**config.mk**
```make
export PLATFORM = sky130hd
export DESIGN_NAME = dmem_arbiter
export DESIGN_NICKNAME = d
export VERILOG_FILES = /design/src/rtl/dmem_arbiter.sv
export SDC_FILE = /design/constraint.sdc
export NUM_CORES = 1
export LEC_CHECK = 0
export ABC_AREA = 1
export CAP_MARGIN = 30
export CORE_AREA = 2 2 109 111
export DETAILED_ROUTE_END_ITERATION = 16
export DIE_AREA = 0 0 111 113
export PLACE_DENSITY = 0.79
export SLEW_MARGIN = 40
export SYNTH_ARGS = -nofsm -noshare
export SYNTH_HDL_FRONTEND = slang
export SYNTH_SLANG_ARGS = --single-unit
```
**constraint.sdc**
```tcl
create_clock -name clk -period 3.52 [get_ports clk]
set_input_delay 1.056 -clock clk [delete_from_list [all_inputs] [get_ports clk]]
set_output_delay 1.056 -clock clk [all_outputs]
set_load 0.01 [all_outputs]
```
**src/rtl/dmem_arbiter.sv**
```systemverilog
// Two-port arbiter in front of a single-port data memory: picks a winner each
// cycle, lane-aligns the access, and returns a registered, extended response.
module dmem_arbiter #(
   parameter int FIXED_PRIO = 0,
   parameter int MAX_WAIT   = 4
) (
   input  logic             clk,
   input  logic             rst_n,
   input  logic [1:0]       req_i,
   input  logic [1:0]       we_i,
   input  logic [1:0][1:0]  size_i,
   input  logic [1:0]       uns_i,
   input  logic [1:0][31:0] addr_i,
   input  logic [1:0][31:0] wdata_i,
   output logic [1:0]       gnt_o,
   output logic [1:0]       rvalid_o,
   output logic [1:0]       err_o,
   output logic [31:0]      rdata_o,
   output logic             mem_we,
   output logic [3:0]       mem_be,
   output logic [31:0]      mem_a,
   output logic [31:0]      mem_wd,
   input  logic [31:0]      mem_rd
);

   localparam logic [3:0] MAXW = 4'(MAX_WAIT);

   // rr_q names the port that wins the next tie
   logic        rr_q, rr_d;
   logic [3:0]  wait_q, wait_d;
   logic [1:0]  rvalid_q, rvalid_d;
   logic [1:0]  err_q, err_d;
   logic [31:0] rdata_q, rdata_d;

   logic        sel, xfer, mis, legal, force1;
   logic [1:0]  s;
   logic [31:0] a, w, sh, ext;
   logic [3:0]  be_raw;
   logic [31:0] wd_raw;

   always_comb begin
      force1 = (FIXED_PRIO != 0) && (wait_q == MAXW);
      gnt_o  = req_i;
      if (req_i == 2'b11) begin
         if (FIXED_PRIO != 0) gnt_o = force1 ? 2'b10 : 2'b01;
         else                 gnt_o = rr_q   ? 2'b10 : 2'b01;
      end
   end

   assign sel  = gnt_o[1];
   assign xfer = |gnt_o;
   assign s    = size_i[sel];
   assign a    = addr_i[sel];
   assign w    = wdata_i[sel];

   always_comb begin
      mis = 1'b0;
      case (s)
         2'b00: mis = 1'b0;
         2'b01: mis = a[0];
         2'b10: mis = |a[1:0];
         default: mis = 1'b1;
      endcase
   end

   // A cycle under reset never reaches the memory
   assign legal = xfer & ~mis & rst_n;

   always_comb begin
      be_raw = 4'b1111;
      wd_raw = w;
      case (s)
         2'b00: begin
            be_raw = 4'b0001 << a[1:0];
            wd_raw = {4{w[7:0]}};
         end
         2'b01: begin
            be_raw = 4'b0011 << a[1:0];
            wd_raw = {2{w[15:0]}};
         end
         default: ;
      endcase
   end

   assign mem_we = legal & we_i[sel];
   assign mem_be = legal ? be_raw : 4'b0000;
   assign mem_a  = legal ? {a[31:2], 2'b00} : 32'h0;
   assign mem_wd = legal ? wd_raw : 32'h0;

   assign sh = mem_rd >> {a[1:0], 3'b000};

   always_comb begin
      case (s)
         2'b00:   ext = {{24{~uns_i[sel] & sh[7]}}, sh[7:0]};
         2'b01:   ext = {{16{~uns_i[sel] & sh[15]}}, sh[15:0]};
         default: ext = sh;
      endcase
   end

   always_comb begin
      rr_d     = rr_q;
      wait_d   = 4'd0;
      rvalid_d = gnt_o;
      err_d    = mis ? gnt_o : 2'b00;
      rdata_d  = rdata_q;
      if (xfer) begin
         rr_d    = ~sel;
         rdata_d = (mis | we_i[sel]) ? 32'h0 : ext;
      end
      if ((FIXED_PRIO != 0) && req_i[1] && !gnt_o[1])
         wait_d = (wait_q == MAXW) ? wait_q : wait_q + 4'd1;
   end

   always_ff @(posedge clk) begin
      if (!rst_n) begin
         rr_q     <= 1'b0;
         wait_q   <= 4'd0;
         rvalid_q <= 2'b00;
         err_q    <= 2'b00;
         rdata_q  <= 32'h0;
      end else begin
         rr_q     <= rr_d;
         wait_q   <= wait_d;
         rvalid_q <= rvalid_d;
         err_q    <= err_d;
         rdata_q  <= rdata_d;
      end
   end

   assign rvalid_o = rvalid_q;
   assign err_o    = err_q;
   assign rdata_o  = rdata_q;

endmodule

```
Run 1, clock nets:
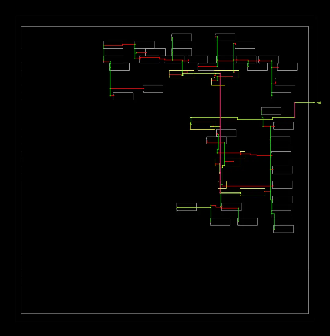
clkbuf count: 6
num sequential: 37
maximum clock skew at final layout: 0.00212 ns

Run 1, clock distribution:
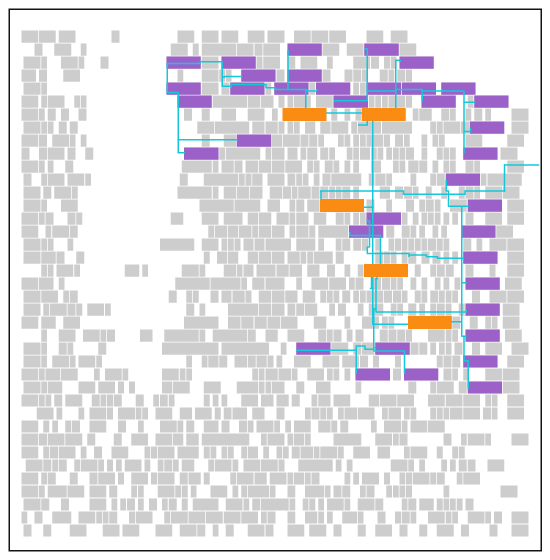
Key: clock wires = cyan [length 483 microns]; flip-flops = purple [count 37]; clock drivers = orange [count 5]
There are 6 routed clock nets.
clock insertion delay at the later pin of the skew report: 0.28 ns
power attributed to the clock group: 459 uW

==> results_tabular.tex, run 1 <==
% Synthesis and place-and-route results
\begin{tabular}{lr}
\hline
Metric & Value \\
\hline
\multicolumn{2}{l}{\textbf{Outcome}} \\
\quad Outcome & complete, but fails checks \\
\quad Violations in the final reports & negative setup slack \\
\multicolumn{2}{l}{\textbf{Critical path}} \\
\quad Critical Path AT & 2.55 ns \\
\quad Crit. Startpoint & req\_i[0] \\
\quad Startpoint of the worst-slack reg-to-reg timing path & rr\_q \\
\quad Cell family contributing the most delay on the critical path & buffers and inverters \\
\quad Capturing instance or port of the critical path & mem\_wd[24] \\
\quad Critical path capture point type & output port \\
\quad Max stage delay cell, worst path & sky130\_fd\_sc\_hd\_\_buf\_12 \\
\quad Instance count on the critical path & 13 \\
\quad Delay of the slowest cell on the worst path & 0.17 ns \\
\quad Kind of launch point of the worst setup path & primary input \\
\quad Crit path cell chain & buf\_12, nand2\_8, buf\_6, nand3\_4, nand2\_2, nand3\_2, nand2\_2, nand3\_4, buf\_12, buf\_16, buf\_8, nor3\_2, buf\_2 \\
\quad Worst R2R End & rdata\_o[26] \\
\quad Cell count of the worst reg-to-reg path & 20 \\
\quad Worst setup path category & in -> out \\
\quad Critical path buffers and inverters & 6 \\
\quad Maximum net fanout on the critical path & 6 \\
\quad Worst path required time & 2.46 ns \\
\multicolumn{2}{l}{\textbf{Power and ir drop}} \\
\quad Pwr/cell area & 260 nW/um\^{}2 \\
\quad Clk network pwr share & 24.3\% \\
\quad Design internal power & 1.21 mW \\
\quad Biggest power consumer among the groups & combinational cells \\
\quad Combinational power share & 51.8\% \\
\quad Post-route total power & 1.89 mW \\
\quad Comb. pwr & 977 uW \\
\quad Part of the power in registers & 23.8\% \\
\multicolumn{2}{l}{\textbf{Global route}} \\
\quad Via count of the first global-routing pass & 5394 \\
\quad Met3 layer usage reported by global route & 4.34\% \\
\quad First-pass GRT wire length & 27800 microns \\
\quad Most Crowded Layer GR & met2 \\
\quad Met1 Resource Use GR & 33.5\% \\
\multicolumn{2}{l}{\textbf{Timing}} \\
\quad Unrepaired setup endpoints after global routing & true \\
\quad Least setup slack across all paths after layout & -0.0887 ns \\
\quad Crit path time final & 3.61 ns \\
\quad Worst hold slack & 0.464 ns \\
\quad Number of setup violations in the final report & 20 \\
\quad Setup TNS & -0.576 ns \\
\multicolumn{2}{l}{\textbf{CTS}} \\
\quad CTS Root Cell & sky130\_fd\_sc\_hd\_\_clkbuf\_16 \\
\quad \# H-tree levels & 2 \\
\quad Largest buffer count on any clock path & 2 \\
\quad Number of clock buffers inserted by TritonCTS & 5 \\
\multicolumn{2}{l}{\textbf{Logic synthesis}} \\
\quad Average footprint of a synthesized cell & 5.16 sq um \\
\quad Simple-Gate Fraction of Synth Area & 50.3\% \\
\quad Portion of synthesized cell area occupied by the leading cell type & 31.0\% \\
\quad Top cell types by occurrence after synthesis & sky130\_fd\_sc\_hd\_\_nand2\_1, sky130\_fd\_sc\_hd\_\_a21oi\_1, sky130\_fd\_sc\_hd\_\_nor2\_1 \\
\quad Post-Syn Area & 3580 sq um \\
\quad Xor+xnor area frac & 0\% \\
\quad Summed standard-cell area reported by yosys & 3580 sq um \\
\quad Library cell occupying the most area in the post-synthesis netlist & sky130\_fd\_sc\_hd\_\_nand2\_1 \\
\quad Register bit total from synthesis & 37 \\
\quad Count of library flops with an enable pin & 0 \\
\multicolumn{2}{l}{\textbf{Final layout}} \\
\quad Multi-input combinational cell area & 2720 sq um \\
\quad Data-path buffer share of cell area in the final layout & 44.9\% \\
\quad Commonest cells after routing, fill and taps aside & sky130\_fd\_sc\_hd\_\_nand2\_1, sky130\_fd\_sc\_hd\_\_clkdlybuf4s50\_1, sky130\_fd\_sc\_hd\_\_buf\_4 \\
\quad Area grow syn2layout & 102\% \\
\quad Number of fill cells in the layout & 1000 \\
\quad Top logic cell by instance count in the layout & sky130\_fd\_sc\_hd\_\_nand2\_1 \\
\quad ClkCell Share & 2.11\% \\
\quad Number of nets in the finished design & 1184 \\
\quad Fraction of layout cells with a size suffix above 1 & 21.6\% \\
\quad Area of all placed cells without fillers & 7250 sq um \\
\quad Number of buffers other than clock buffers in the final layout & 357 \\
\multicolumn{2}{l}{\textbf{Hold path}} \\
\quad Worst hold path depth & 2 \\
\quad Class of the tightest hold or removal check & reg -> reg \\
\quad HP Start & rdata\_o[16] \\
\quad End point of the worst hold path & rdata\_o[16] \\
\multicolumn{2}{l}{\textbf{Die}} \\
\quad Total die area & 12500 sq um \\
\quad Number of core rows & 39 \\
\quad I/O pin count & 279 \\
\quad \# Taps & 143 \\
\quad Die Width & 111 microns \\
\quad Area of the core region & 11300 sq um \\
\multicolumn{2}{l}{\textbf{Flow run}} \\
\quad Max Cap Viol & 0 \\
\quad OpenROAD warning count & 28 \\
\multicolumn{2}{l}{\textbf{Routing}} \\
\quad Number of iterations in the first detailed-routing pass & 5 \\
\quad Total wire length after detailed routing & 18400 microns \\
\quad Residual antenna-violating net count after detailed routing & 0 \\
\quad Number of vias per cell after detailed routing & 4.95 \\
\quad Per-cell routed wire length & 15.9 microns \\
\quad Routed metal-1 wire length & 7100 microns \\
\multicolumn{2}{l}{\textbf{Place}} \\
\quad Number of placed cells counting well taps & 1124 \\
\quad Post-place instance area & 6780 sq um \\
\hline
\end{tabular}
Run 1, cell sizes after repair:
Scale bar: 20 microns.
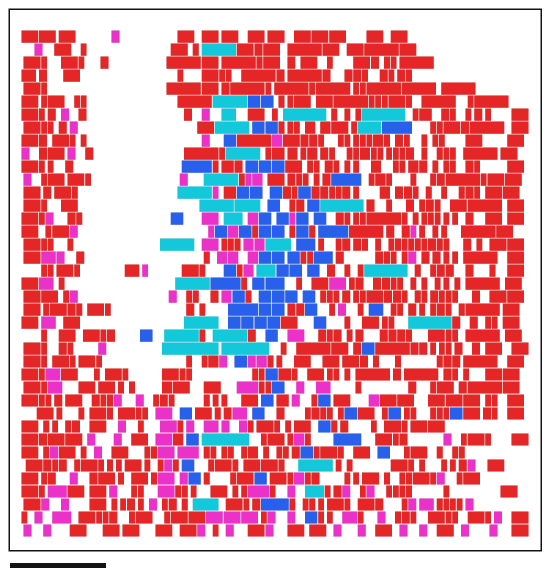
Key: _6 and larger = cyan [cells 29, most used buf_12]; _3 and _4 cells = blue [cells 78, most used buf_4]; _0 and _1 cells = red [cells 794, most used nand2_1]; _2 cells = magenta [cells 112, most used buf_2]

Run 1, where the registers sit:
Scale bar: 20 microns. Other sequential cells in the stronger gray, the rest of the logic in the fainter gray.
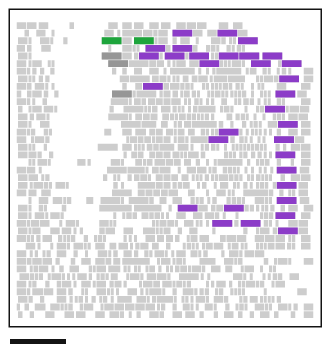
Key: rdata_o = purple [flops 32]; rvalid_o = green [flops 2]
Another 3 sequential cells are not colored.

==> run 2: changes to the inputs <==
CTS_BUF_LIST = sky130_fd_sc_hd__clkbuf_4 sky130_fd_sc_hd__clkbuf_8 sky130_fd_sc_hd__clkbuf_16   (was unset)
PLACE_DENSITY = 0.81   (was 0.79)
Run 2, clock nets:
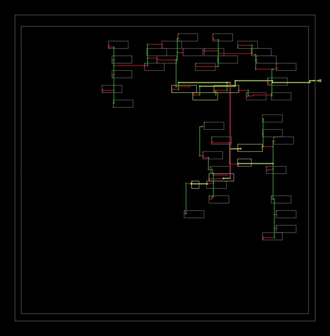
total number of clock tree sinks: 37
maximum clock skew at final layout: 0.00378 ns
number of clock buffers inserted by TritonCTS: 5

Run 2, placement by cell class:
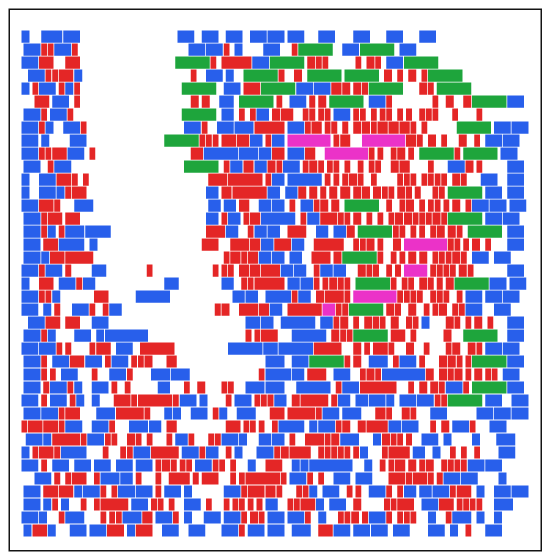
Key: other buffers and delay cells = blue [cells 365]; clock drivers and dummy loads = magenta [cells 7]; flops = green [cells 37]; combinational and other logic = red [cells 610]

Run 2, clock distribution:
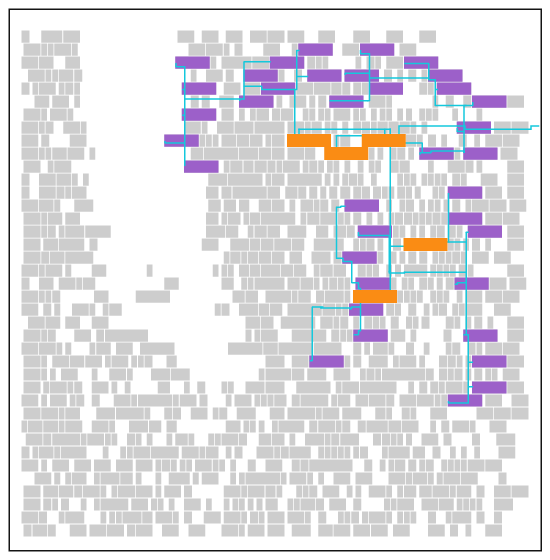
Clk network pwr share: 22.8%
power attributed to the clock group: 446 uW

==> run 2 against run 1 <==
Effect of this change: the run still ends with negative setup slack left; register-to-register slack improved by 0.42 ns; via count rose by 2.4%; wire length rose by 2.0%; sequential share of layout area fell by 0.46 points; count of clock-buffer cells in the layout did not move; die size did not move; worst hold slack got worse by 0.00079 ns; synthesized cell count did not move; critical endpoint is now mem_wd[13]; largest power group unchanged.
==> results_tabular.tex, run 2 <==
% Synthesis and place-and-route results
\begin{tabular}{lr}
\hline
Metric & Value \\
\hline
\multicolumn{2}{l}{\textbf{CTS}} \\
\quad CTS Root Cell & sky130\_fd\_sc\_hd\_\_clkbuf\_16 \\
\quad Clock transition at the registers of the reported paths & 0.06 ns \\
\quad Quantity of gates resized following cts & 399 \\
\quad \# H-tree levels & 2 (unchanged) \\
\quad \# Post-CTS Setup Buffers & 19 \\
\quad Largest buffer count on any clock path & 2 (unchanged) \\
\quad CTS tree & built \\
\quad Hold\_buf cts & 0 \\
\quad Clock insertion delay at the later pin of the skew report & 0.28 ns (about the same) \\
\multicolumn{2}{l}{\textbf{Power and ir drop}} \\
\quad Design internal power & 1.24 mW (+2.7\%) \\
\quad Comb. pwr & 1.06 mW (+8\%) \\
\quad Switching Share & 36.7\% \\
\quad Post-route total power & 1.96 mW (+3.7\%) \\
\quad Combinational power share & 54.2\% (+2.4 points) \\
\quad Biggest power consumer among the groups & combinational cells \\
\quad Static power due to leakage & 3.55 nW \\
\quad Pwr/cell area & 258 nW/um\^{}2 (-0.96\%) \\
\quad Part of the power in registers & 23.0\% (-0.8 points) \\
\quad Peak ir drop on the vdd network & 188 uV \\
\multicolumn{2}{l}{\textbf{Final layout}} \\
\quad Data-path buffer share of cell area in the final layout & 44.7\% (-0.21 points) \\
\quad Top logic cell by instance count in the layout & sky130\_fd\_sc\_hd\_\_nand2\_1 \\
\quad Clkbuf count & 6 (unchanged) \\
\quad Share of cell area taken by flip-flops and latches & 9.76\% \\
\quad Max FFs per register & 32 \\
\quad Multi-input combinational cell area & 2930 sq um (+7.8\%) \\
\quad Final Util & 67.4\% \\
\quad Filler-free cell count of the finished design & 1162 \\
\quad Number of fill cells in the layout & 939 (-6.1\%) \\
\quad Number of buffers other than clock buffers in the final layout & 365 (+2.2\%) \\
\quad Number of nets in the finished design & 1191 (+0.59\%) \\
\quad Commonest cells after routing, fill and taps aside & sky130\_fd\_sc\_hd\_\_nand2\_1, sky130\_fd\_sc\_hd\_\_clkdlybuf4s50\_1, sky130\_fd\_sc\_hd\_\_nor2\_1 \\
\quad Non-clk invs & 54 \\
\quad Fraction of layout cells with a size suffix above 1 & 26.5\% (+4.9 points) \\
\quad Num sequential & 37 (unchanged) \\
\quad ClkCell Share & 1.93\% (-0.18 points) \\
\quad Area grow syn2layout & 112\% \\
\quad Area of all placed cells without fillers & 7590 sq um (+4.7\%) \\
\quad Multi-Input Combinational & 556 \\
\quad Antenna diode count & 0 \\
\quad Storage cell area & 741 sq um \\
\multicolumn{2}{l}{\textbf{Routing}} \\
\quad Drt first-iter violations & 480 \\
\quad Via count & 5858 \\
\quad Number of iterations in the first detailed-routing pass & 7 (+2) \\
\quad Routed met2 length & 9390 microns \\
\quad DR DRC count & 0 \\
\quad Per-cell routed wire length & 16.2 microns (+1.5\%) \\
\quad Number of vias per cell after detailed routing & 5.04 (+1.9\%) \\
\quad Routed metal-1 wire length & 6980 microns (-1.6\%) \\
\quad Total wire length after detailed routing & 18800 microns (+2.0\%) \\
\quad Residual antenna-violating net count after detailed routing & 0 (unchanged) \\
\multicolumn{2}{l}{\textbf{Timing}} \\
\quad Number of setup violations in the final report & 3 (-85\%) \\
\quad Unrepaired setup endpoints after global routing & true \\
\quad Count of pins over their slew limit & 0 \\
\quad Relative slew slack & 55.1\% \\
\quad Worst hold slack & 0.463 ns (-0.000788 ns) \\
\quad Final cycle utilization of the critical path & 100\% \\
\quad Setup TNS & -0.0219 ns (+0.554 ns) \\
\quad Fin. Hold Viols & 0 \\
\quad Least setup slack across all paths after layout & -0.0163 ns (+0.0724 ns) \\
\quad Crit path time final & 3.54 ns (-0.0724 ns) \\
\quad F\_max & 0.283 GHz \\
\quad Slew @ Worst Pin & 0.672 ns \\
\multicolumn{2}{l}{\textbf{Logic synthesis}} \\
\quad Xor+xnor area frac & 0\% (unchanged) \\
\quad Number of instances in the synthesized netlist & 695 \\
\quad Register bit total from synthesis & 37 (unchanged) \\
\quad Portion of synthesized cell area occupied by the leading cell type & 31.0\% (unchanged) \\
\quad Cell count in the Yosys report & 695 \\
\quad Average footprint of a synthesized cell & 5.16 sq um (unchanged) \\
\quad Share of synthesized cell area in and-or and or-and compound cells & 16.8\% \\
\quad Register area share after synthesis & 20.7\% \\
\quad Yosys warns & 0 \\
\quad Summed standard-cell area reported by yosys & 3580 sq um (unchanged) \\
\quad Synth Flop Type & sky130\_fd\_sc\_hd\_\_dfxtp\_1 \\
\quad Share of flip-flops with an asynchronous set or reset & 0\% \\
\quad Synth cell types & 28 \\
\quad Count of library flops with an enable pin & 0 (unchanged) \\
\quad Post-Syn Area & 3580 sq um (unchanged) \\
\quad Top cell types by occurrence after synthesis & sky130\_fd\_sc\_hd\_\_nand2\_1, sky130\_fd\_sc\_hd\_\_a21oi\_1, sky130\_fd\_sc\_hd\_\_nor2\_1 \\
\quad Simple-Gate Fraction of Synth Area & 50.3\% (unchanged) \\
\quad Library cell occupying the most area in the post-synthesis netlist & sky130\_fd\_sc\_hd\_\_nand2\_1 \\
\quad Most area-consuming cells after synthesis & sky130\_fd\_sc\_hd\_\_nand2\_1, sky130\_fd\_sc\_hd\_\_dfxtp\_1, sky130\_fd\_sc\_hd\_\_a21oi\_1 \\
\quad Comb area leader & simple AND/OR/NAND/NOR gates \\
\multicolumn{2}{l}{\textbf{Global route}} \\
\quad First-pass GRT wire length & 28600 microns (+2.9\%) \\
\quad Pin count of the biggest net entering global routing & 41 \\
\quad GR Util All Layers & 27.9\% \\
\quad Most Crowded Layer GR & met2 \\
\quad Global route overflow & 0 \\
\quad Via count of the first global-routing pass & 5786 (+7.3\%) \\
\quad Met3 layer usage reported by global route & 5.25\% (+0.91 points) \\
\quad Antenna violations before repair & 0 \\
\quad Met1 Resource Use GR & 31.9\% (-1.5 points) \\
\multicolumn{2}{l}{\textbf{Critical path}} \\
\quad Critical path buffers and inverters & 5 (-1) \\
\quad Worst setup path category & in -> out \\
\quad Worst R2R Setup Slack & 0.98 ns \\
\quad Maximum net fanout on the critical path & 8 (+2) \\
\quad Critical path capture point type & output port \\
\quad Capturing instance or port of the critical path & mem\_wd[13] \\
\quad Delay of the slowest cell on the worst path & 0.17 ns (about the same) \\
\quad Crit path cell chain & buf\_12, nand2\_8, buf\_6, nand3b\_1, nand2\_2, nand2\_2, nand2\_2, nand3\_4, buf\_12, buf\_12, nor3\_4, buf\_6 \\
\quad Cell count of the worst reg-to-reg path & 11 (-45\%) \\
\quad Crit. Startpoint & req\_i[0] \\
\quad Critical Path AT & 2.48 ns (-0.07 ns) \\
\quad Instance count on the critical path & 12 (-1) \\
\quad Worst R2R End & rdata\_o[22] \\
\quad Startpoint of the worst-slack reg-to-reg timing path & rr\_q \\
\quad Worst path required time & 2.46 ns (about the same) \\
\quad Max stage delay cell, worst path & sky130\_fd\_sc\_hd\_\_nor3\_4 \\
\quad Cell family contributing the most delay on the critical path & simple AND/OR/NAND/NOR gates \\
\quad Kind of launch point of the worst setup path & primary input \\
\multicolumn{2}{l}{\textbf{Hold path}} \\
\quad Worst hold path depth & 2 (unchanged) \\
\quad Class of the tightest hold or removal check & reg -> reg \\
\quad End point of the worst hold path & rdata\_o[11] \\
\quad HP Start & rdata\_o[11] \\
\multicolumn{2}{l}{\textbf{Place}} \\
\quad Place WS & -0.915 ns \\
\quad Final estimated routing congestion in global placement & 0.921 \\
\quad Number of placed cells counting well taps & 1130 (+0.53\%) \\
\quad Post-place instance area & 6820 sq um (+0.48\%) \\
\multicolumn{2}{l}{\textbf{Die}} \\
\quad Die Width & 111 microns (unchanged) \\
\quad Total die area & 12500 sq um (unchanged) \\
\quad Initial Utilization & 31.8\% \\
\quad Area of the core region & 11300 sq um (unchanged) \\
\quad \# Taps & 143 (unchanged) \\
\quad I/O pin count & 279 (unchanged) \\
\quad Number of core rows & 39 (unchanged) \\
\multicolumn{2}{l}{\textbf{Outcome}} \\
\quad Outcome & complete, but fails checks \\
\quad Violations in the final reports & negative setup slack \\
\multicolumn{2}{l}{\textbf{Flow run}} \\
\quad Max Cap Viol & 0 (unchanged) \\
\quad OpenROAD warning count & 28 (unchanged) \\
\hline
\end{tabular}
==> run 3: changes to the inputs <==
CAP_MARGIN = 20   (was 30)
Run 3, clock nets:
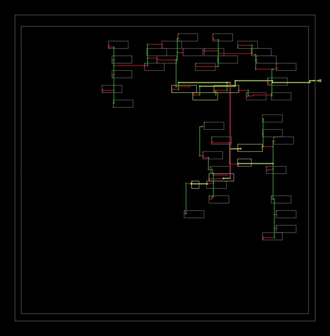

Run 3, clock distribution:
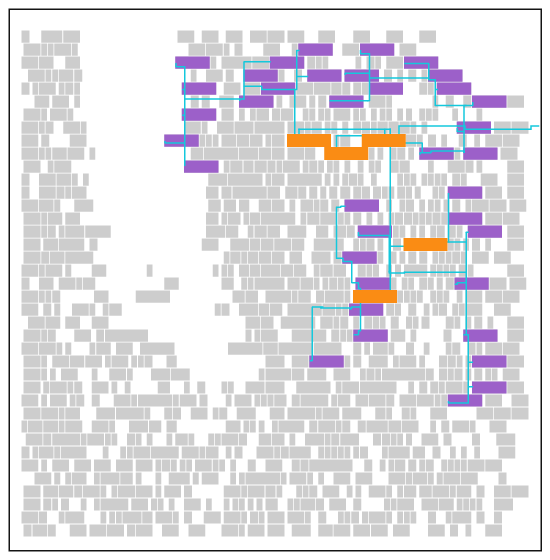
Key: flip-flops = purple [count 37]; clock drivers = orange [count 5]; clock wires = cyan [length 471 microns]
There are 6 routed clock nets.

Run 3, placement by cell class:
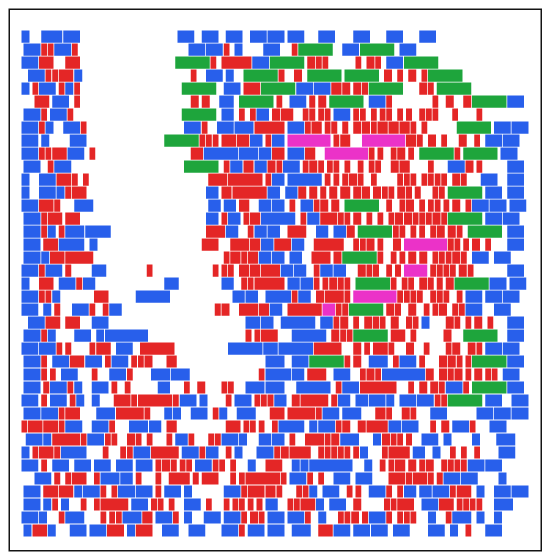
Key: other buffers and delay cells = blue [cells 365]; flops = green [cells 37]; clock drivers and dummy loads = magenta [cells 7]; combinational and other logic = red [cells 610]
Final Util: 67.4%
area of the core region: 11300 sq um
share of cell area taken by flip-flops and latches: 9.76%
number of core rows: 39

==> run 3 against run 2 <==
Effect of this change: the run still ends with negative setup slack left; core utilization did not move; area after synthesis did not move; global-route usage did not move; critical endpoint unchanged; synthesized cell count did not move; register-to-register slack barely moved; critical path depth did not move; flip-flop count did not move; first-iteration DRC count did not move; die size did not move; sequential share of layout area did not move; count of clock-buffer cells in the layout did not move; power did not move.
==> results_tabular.tex, run 3 <==
% Synthesis and place-and-route results
\begin{tabular}{lr}
\hline
Metric & Value \\
\hline
\multicolumn{2}{l}{\textbf{Logic synthesis}} \\
\quad Cell count in the Yosys report & 695 (unchanged) \\
\quad Most area-consuming cells after synthesis & sky130\_fd\_sc\_hd\_\_nand2\_1, sky130\_fd\_sc\_hd\_\_dfxtp\_1, sky130\_fd\_sc\_hd\_\_a21oi\_1 \\
\quad Average footprint of a synthesized cell & 5.16 sq um (unchanged) \\
\quad Portion of synthesized cell area occupied by the leading cell type & 31.0\% (unchanged) \\
\quad Register area share after synthesis & 20.7\% (unchanged) \\
\quad Library cell occupying the most area in the post-synthesis netlist & sky130\_fd\_sc\_hd\_\_nand2\_1 \\
\quad Number of instances in the synthesized netlist & 695 (unchanged) \\
\quad Xor+xnor area frac & 0\% (unchanged) \\
\quad Synth cell types & 28 (unchanged) \\
\quad Summed standard-cell area reported by yosys & 3580 sq um (unchanged) \\
\quad Post-Syn Area & 3580 sq um (unchanged) \\
\quad Synth Flop Type & sky130\_fd\_sc\_hd\_\_dfxtp\_1 \\
\quad Simple-Gate Fraction of Synth Area & 50.3\% (unchanged) \\
\quad Yosys warns & 0 (unchanged) \\
\quad Count of library flops with an enable pin & 0 (unchanged) \\
\quad Share of flip-flops with an asynchronous set or reset & 0\% (unchanged) \\
\quad Share of synthesized cell area in and-or and or-and compound cells & 16.8\% (unchanged) \\
\quad Comb area leader & simple AND/OR/NAND/NOR gates \\
\multicolumn{2}{l}{\textbf{Die}} \\
\quad \# Taps & 143 (unchanged) \\
\quad Die Width & 111 microns (unchanged) \\
\quad I/O pin count & 279 (unchanged) \\
\quad Chip Height & 113 microns \\
\quad Initial Utilization & 31.8\% (unchanged) \\
\multicolumn{2}{l}{\textbf{Critical path}} \\
\quad Instance count on the critical path & 12 (unchanged) \\
\quad Crit. Startpoint & req\_i[0] \\
\quad Worst R2R Setup Slack & 0.98 ns (about the same) \\
\quad Critical Path AT & 2.48 ns (about the same) \\
\quad Worst setup path category & in -> out \\
\quad Critical path buffers and inverters & 5 (unchanged) \\
\quad Startpoint of the worst-slack reg-to-reg timing path & rr\_q \\
\quad Max stage delay cell, worst path & sky130\_fd\_sc\_hd\_\_nor3\_4 \\
\quad Kind of launch point of the worst setup path & primary input \\
\quad Worst R2R End & rdata\_o[22] \\
\quad Delay of the slowest cell on the worst path & 0.17 ns (about the same) \\
\quad Cell count of the worst reg-to-reg path & 11 (unchanged) \\
\quad Cell family contributing the most delay on the critical path & simple AND/OR/NAND/NOR gates \\
\quad Maximum net fanout on the critical path & 8 (unchanged) \\
\multicolumn{2}{l}{\textbf{Final layout}} \\
\quad ClkCell Share & 1.93\% (unchanged) \\
\quad Multi-input combinational cell area & 2930 sq um (unchanged) \\
\quad Multi-Input Combinational & 556 (unchanged) \\
\quad Fraction of layout cells with a size suffix above 1 & 26.5\% (unchanged) \\
\quad Number of fill cells in the layout & 939 (unchanged) \\
\quad Storage cell area & 741 sq um (unchanged) \\
\quad Commonest cells after routing, fill and taps aside & sky130\_fd\_sc\_hd\_\_nand2\_1, sky130\_fd\_sc\_hd\_\_clkdlybuf4s50\_1, sky130\_fd\_sc\_hd\_\_nor2\_1 \\
\quad Antenna diode count & 0 (unchanged) \\
\quad Number of nets in the finished design & 1191 (unchanged) \\
\quad Filler-free cell count of the finished design & 1162 (unchanged) \\
\quad Number of buffers other than clock buffers in the final layout & 365 (unchanged) \\
\quad Num sequential & 37 (unchanged) \\
\quad Non-clk invs & 54 (unchanged) \\
\quad Max FFs per register & 32 (unchanged) \\
\quad Area grow syn2layout & 112\% (unchanged) \\
\quad Top logic cell by instance count in the layout & sky130\_fd\_sc\_hd\_\_nand2\_1 \\
\quad Data-path buffer share of cell area in the final layout & 44.7\% (unchanged) \\
\quad Clkbuf count & 6 (unchanged) \\
\multicolumn{2}{l}{\textbf{CTS}} \\
\quad Quantity of gates resized following cts & 399 (unchanged) \\
\quad Clock insertion delay at the later pin of the skew report & 0.28 ns (about the same) \\
\quad Number of clock buffers inserted by TritonCTS & 5 (unchanged) \\
\quad Clock transition at the registers of the reported paths & 0.06 ns (about the same) \\
\quad Total number of clock tree sinks & 37 (unchanged) \\
\quad CTS tree & built \\
\quad \# Post-CTS Setup Buffers & 19 (unchanged) \\
\quad Largest buffer count on any clock path & 2 (unchanged) \\
\quad Hold\_buf cts & 0 (unchanged) \\
\quad CTS Root Cell & sky130\_fd\_sc\_hd\_\_clkbuf\_16 \\
\multicolumn{2}{l}{\textbf{Place}} \\
\quad Post-place instance area & 6820 sq um (unchanged) \\
\quad Place WS & -0.915 ns (unchanged) \\
\quad Final estimated routing congestion in global placement & 0.921 (unchanged) \\
\quad Number of placed cells counting well taps & 1130 (unchanged) \\
\multicolumn{2}{l}{\textbf{Power and ir drop}} \\
\quad Static power due to leakage & 3.55 nW (unchanged) \\
\quad Combinational power share & 54.2\% (about the same) \\
\quad Comb. pwr & 1.06 mW (about the same) \\
\quad Pwr/cell area & 258 nW/um\^{}2 (unchanged) \\
\quad Biggest power consumer among the groups & combinational cells \\
\quad Switching Share & 36.7\% (unchanged) \\
\quad Clk network pwr share & 22.8\% (about the same) \\
\quad Design internal power & 1.24 mW (unchanged) \\
\quad Peak ir drop on the vdd network & 188 uV (unchanged) \\
\multicolumn{2}{l}{\textbf{Routing}} \\
\quad Routed metal-1 wire length & 6980 microns (unchanged) \\
\quad Total wire length after detailed routing & 18800 microns (unchanged) \\
\quad Residual antenna-violating net count after detailed routing & 0 (unchanged) \\
\quad DR DRC count & 0 (unchanged) \\
\quad Number of vias per cell after detailed routing & 5.04 (unchanged) \\
\quad Number of iterations in the first detailed-routing pass & 7 (unchanged) \\
\quad Via count & 5858 (unchanged) \\
\quad Per-cell routed wire length & 16.2 microns (unchanged) \\
\multicolumn{2}{l}{\textbf{Hold path}} \\
\quad End point of the worst hold path & rdata\_o[11] \\
\quad HP Start & rdata\_o[11] \\
\quad Class of the tightest hold or removal check & reg -> reg \\
\quad Worst hold path depth & 2 (unchanged) \\
\multicolumn{2}{l}{\textbf{Global route}} \\
\quad Met3 layer usage reported by global route & 5.25\% (unchanged) \\
\quad Via count of the first global-routing pass & 5786 (unchanged) \\
\quad GR Util All Layers & 27.9\% (unchanged) \\
\quad Most Crowded Layer GR & met2 \\
\quad First-pass GRT wire length & 28600 microns (unchanged) \\
\quad Pin count of the biggest net entering global routing & 41 (unchanged) \\
\quad Met1 Resource Use GR & 31.9\% (unchanged) \\
\multicolumn{2}{l}{\textbf{Flow run}} \\
\quad OpenROAD warning count & 28 (unchanged) \\
\quad Max Cap Viol & 0 (unchanged) \\
\multicolumn{2}{l}{\textbf{Timing}} \\
\quad Fin. Hold Viols & 0 (unchanged) \\
\quad Worst hold slack & 0.463 ns (unchanged) \\
\quad Final cycle utilization of the critical path & 100\% (unchanged) \\
\quad Least setup slack across all paths after layout & -0.0163 ns (unchanged) \\
\quad Crit path time final & 3.54 ns (unchanged) \\
\quad F\_max & 0.283 GHz (unchanged) \\
\quad Slew @ Worst Pin & 0.672 ns (unchanged) \\
\quad Number of setup violations in the final report & 3 (unchanged) \\
\quad Setup TNS & -0.0219 ns (unchanged) \\
\quad Maximum clock skew at final layout & 0.00378 ns (unchanged) \\
\quad Count of pins over their slew limit & 0 (unchanged) \\
\multicolumn{2}{l}{\textbf{Outcome}} \\
\quad Outcome & complete, but fails checks \\
\quad Violations in the final reports & negative setup slack \\
\hline
\end{tabular}
Power and IR drop assume default switching activity.
